==> config.mk <==
export PLATFORM = sky130hd
export DESIGN_NAME = alu_seq_ctrl
export DESIGN_NICKNAME = d
export VERILOG_FILES = /design/src/rtl/alu_seq_pkg.sv /design/src/rtl/alu_seq_ctrl.sv
export SDC_FILE = /design/constraint.sdc
export NUM_CORES = 1
export LEC_CHECK = 0
export CORE_MARGIN = 2
export CORE_UTILIZATION = 42
export DETAILED_ROUTE_END_ITERATION = 10
export GPL_ROUTABILITY_DRIVEN = 0
export GPL_TIMING_DRIVEN = 0
export HOLD_SLACK_MARGIN = 0.03
export MAX_ROUTING_LAYER = met4
export PLACE_DENSITY = 0.8
export SLEW_MARGIN = 20
export SYNTH_ARGS = -nofsm -noshare
export SYNTH_HDL_FRONTEND = slang
export SYNTH_SLANG_ARGS = --single-unit
==> constraint.sdc <==
create_clock -name clk -period 1.7 [get_ports clk]
set_input_delay 0.255 -clock clk [delete_from_list [all_inputs] [get_ports clk]]
set_output_delay 0.255 -clock clk [all_outputs]
set_load 0.05 [all_outputs]
==> src/rtl/alu_seq_pkg.sv <==
// Shared types and constants for the ALU operand/opcode entry sequencer.
package alu_seq_pkg;

  typedef enum logic [2:0] {
    S_OP1    = 3'd0,
    S_OP2    = 3'd1,
    S_OPCODE = 3'd2,
    S_EXEC   = 3'd3,
    S_RESULT = 3'd4
  } state_t;

  localparam logic [3:0] OP_UP    = 4'b1000;
  localparam logic [3:0] OP_DOWN  = 4'b0100;
  localparam logic [3:0] OP_RIGHT = 4'b0010;
  localparam logic [3:0] OP_LEFT  = 4'b0001;

  // True when exactly one of the four button bits is set.
  function automatic logic onehot4(input logic [3:0] v);
    return (v != 4'd0) && ((v & (v - 4'd1)) == 4'd0);
  endfunction

endpackage

==> src/rtl/alu_seq_ctrl.sv <==
// Walks the user through entering A, B and an opcode, then captures the
// ALU result and status for display.
module alu_seq_ctrl
  import alu_seq_pkg::*;
#(
  parameter int unsigned N = 8
) (
  input  logic         clk,
  input  logic         resetN,
  input  logic [N-1:0] data_in,
  input  logic         enter,
  input  logic         undo,
  input  logic [3:0]   op_btn,
  input  logic [N-1:0] alu_result,
  input  logic [3:0]   alu_status,
  output logic [N-1:0] a_q,
  output logic [N-1:0] b_q,
  output logic [3:0]   op_q,
  output logic [N-1:0] result_q,
  output logic [3:0]   status_q,
  output logic         done,
  output logic [2:0]   stage,
  output logic [N-1:0] display_value
);

  state_t state, state_n;
  logic   load_a, load_b, load_op, load_res;

  // State register; codes outside the enum fall back to S_OP1 via next-state.
  always_ff @(posedge clk) begin
    if (!resetN) state <= S_OP1;
    else         state <= state_n;
  end

  // Next-state and register load enables; undo outranks enter and op_btn.
  always_comb begin
    state_n  = state;
    load_a   = 1'b0;
    load_b   = 1'b0;
    load_op  = 1'b0;
    load_res = 1'b0;
    case (state)
      S_OP1: begin
        if (enter && !undo) begin
          load_a  = 1'b1;
          state_n = S_OP2;
        end
      end
      S_OP2: begin
        if (undo) begin
          state_n = S_OP1;
        end else if (enter) begin
          load_b  = 1'b1;
          state_n = S_OPCODE;
        end
      end
      S_OPCODE: begin
        if (undo) begin
          state_n = S_OP2;
        end else if (onehot4(op_btn)) begin
          load_op = 1'b1;
          state_n = S_EXEC;
        end
      end
      S_EXEC: begin
        load_res = 1'b1;
        state_n  = S_RESULT;
      end
      S_RESULT: begin
        if (undo)       state_n = S_OPCODE;
        else if (enter) state_n = S_OP1;
      end
      default: state_n = S_OP1;
    endcase
  end

  // Operand, opcode and result registers plus the registered done pulse.
  always_ff @(posedge clk) begin
    if (!resetN) begin
      a_q      <= '0;
      b_q      <= '0;
      op_q     <= '0;
      result_q <= '0;
      status_q <= '0;
      done     <= 1'b0;
    end else begin
      if (load_a)   a_q  <= data_in;
      if (load_b)   b_q  <= data_in;
      if (load_op)  op_q <= op_btn;
      if (load_res) begin
        result_q <= alu_result;
        status_q <= alu_status;
      end
      done <= load_res;
    end
  end

  assign stage = state;

  // Display source follows the current entry stage.
  always_comb begin
    display_value = data_in;
    case (state)
      S_OPCODE, S_EXEC: display_value = b_q;
      S_RESULT:         display_value = result_q;
      default:          display_value = data_in;
    endcase
  end

endmodule

==> run summary <==
On the backend side, the flow ran end to end.

The worst setup path is launched from a register. The final reports fail on setup timing. TritonCTS built the clock tree. For this run the aggregate overflow at the end of global routing stands at 0. The pre-antenna-repair detailed-routing pass consisted of 4 iterations. The final route contains roughly 1700 vias. nand2_1 is the most common cell in the netlist. The biggest area contributor in the post-synthesis netlist is dfxtp_1. The wire length after detailed routing stands at between 4 and 5 mm. Per the CTS log, the buffer count on the longest clock path is 2. After floorplanning, the core was divided into 22 placement rows. The number of nets in the synthesized netlist is approximately 230. The final instance count without filler cells stands at between 300 and 400. The share of synthesized area in the top cell type comes to 0.429.

The critical path in the final layout is reported with a setup slack of -0.0396 ns. The number of enable flip-flop cells stands at 0. The top-level port count stands at around 72.

The combinational gate area stands at 978 um^2. The normalized max-slew margin stands at 0.648. The wire length of the first global-routing pass stands at approximately 7.5 mm. The slew at the pin with the worst max-slew slack stands at 0.527 ns. The count of buffers added on input and output ports is approximately 70. The final layout reports a setup TNS of -0.195 ns. Leaving out fill and tap cells, the most frequent cell in the layout is nand2_1.

The class occupying the most area after layout is reported as multi-input combinational cells. In this run, distinct cell masters in the synthesized netlist total 29. OpenSTA, run right after detailed placement, puts the worst setup slack at -0.551 ns.

Data on the critical path is required at its endpoint by ~1.4 ns. In this run the full chip footprint comes out at about 4500 um^2. Listed in order, past its start point the critical path passes buf_6 > buf_8 > mux2_4 > nand2_2 > o21ai_2 > buf_6. The timing report gives the worst reg2reg path a setup slack of roughly 0.15 ns. The layout has 85 buffers outside the clock class. The clock edge transition at the registers on the reported setup and hold paths stands at roughly 0.070 ns. The maximum fanout encountered on the critical timing path stands at 8. In this run the critical register-to-register path is launched from stage[2].

The H-tree was split into 2 levels. The run finished, with violations left. The synthesis area per yosys stands at 1680 um^2. VDD sags by at most roughly 0.50 mV. The worst setup path is of the reg -> out kind. The leakage dissipation stands at between 1 and 1.5 nW. The pin count of the biggest net entering global routing stands at 12. The layout report lists the clock-cell share of area as 0.0342.

During tapcell insertion the tool placed around 48 well taps. The worst register-to-register path depth is 7. The clock latency of the later-clocked register in the worst-skew pair stands at about 0.28 ns. CTS added clock buffers totalling 5. In the final layout, the share of cells above drive strength 1 is 0.221. The CTS sink count stands at 36. Setup repair after global routing could not meet its margin everywhere. The count of warnings emitted by yosys stands at 0.

Looking at hold timing, the worst path starts from a_q[7]. Sequential cells placed in the final layout were counted as 36. The flop and latch count out of synthesis stands at 36. After synthesis, the most frequently instantiated cells are 45 x nand2_1, 36 x dfxtp_1, 26 x a21oi_1. The worst setup path is captured at an output pin. The number of antenna violations at the first check in global routing stands at 0. The final number of setup-violating endpoints stands at 7. The path class of the tightest hold or removal check is reg -> reg. Among the stages of the critical path, the cell type that occurs most often is buf_6.

The total power divided by cell area stands at between 700 and 800 nW/um^2. According to the finish report, the design has a final net count of about 300. In this run the vertical extent of the chip is slightly below 70 um. The routed layout reports a DRC error count of 0. The longest individual stage delay on the worst path stands at 0.35 ns. For this run, the leading register cell type out of synthesis is dfxtp_1.
## critical path: cells and delay by family (launching register included)
family	cells	cell delay, ns
multiplexers	1	0.31
buffers and inverters	3	0.41
AND-OR/OR-AND	1	0.06
flip-flops	1	0.35
AND/OR/NAND/NOR	1	0.08
## logic make-up after synthesis
group                  synth area share
AND/OR/NAND/NOR                   0.222
AND-OR/OR-AND                     0.143
flip-flops                        0.429
multiplexers                      0.161
buffers and inverters            0.0395
XOR/XNOR                        0.00522
## power by group
group	switching [W]	leakage [nW]	internal, W
sequential	0.0000311	0.293	0.000874
clock	0.000299	0.0488	0.000330
combinational	0.000322	1.02	0.000208
## flip-flops by register name, summed over array words and instances, names as in the netlist
register and cells:
stage 3, op_q 4, a_q 8, status_q 4, b_q 8, done 1, result_q 8
## what timing repair did
item,CTS,global route
endpoints found under the hold margin,0,0
resized,86,30
pin swaps,0,6
setup endpoints to repair,28,20
buffers inserted,2,0
## worst max path at each step
stage	from	end	depth (start not counted)
2_1_floorplan	stage[2]	display_value[0]	5
3_3_place_gp	stage[2]	display_value[4]	6
3_5_place_dp	stage[2]	display_value[4]	6
4_1_cts	stage[0]	display_value[1]	5
5_1_grt	stage[2]	display_value[7]	6
6_report	stage[2]	display_value[5]	6
## per-stage QoR
step                      hold slack [ns]  cell area, um^2   util
after floorplan                     0.391             1720      -
after global placement              0.442             2490  0.665
after detailed placement            0.447             2490  0.665
after CTS                           0.457             2610  0.698
after global routing                0.468             2700  0.722
final                               0.454             2700  0.722
## per-layer routing
layer	track usage	vias up	part of all wire
li1	-	852	-
met1	0.301	756	0.49
met2	0.350	52	0.46
met3	0.0350	7	0.041
met4	0.0689	0	0.012
met5	-	-	0
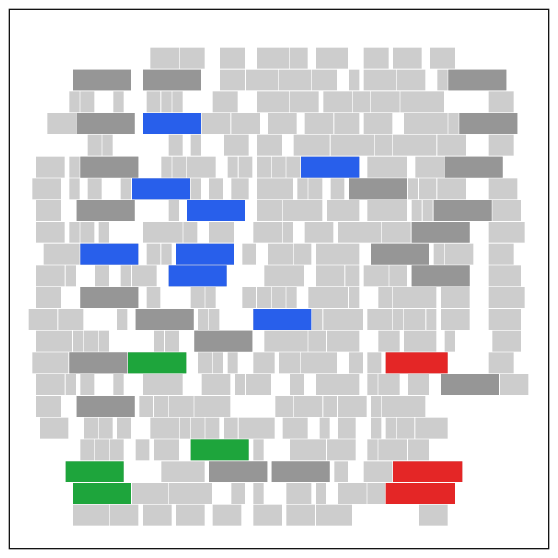
Figure 1: where the registers sit.
(8 px per um) Other sequential cells in the stronger grey, the rest of the logic in the fainter grey.
- red: stage (flops 3)
- blue: a_q (flops 8)
- green: op_q (flops 4; where lower left)
- not coloured: 21

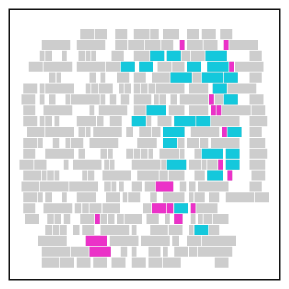
Figure 2: gate-type map.
(4 px per um)
- cyan: multiplexers (cells 26; most used mux2i_1)
- magenta: NOR gates (cells 17; most used nor2_1)

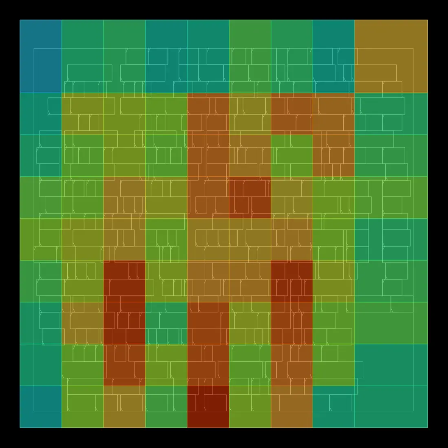
Figure 3: routing congestion.
WL/cell: 14.6 um
global-route usage over all layers: 0.225

Power is estimated from default activity; no workload was simulated.
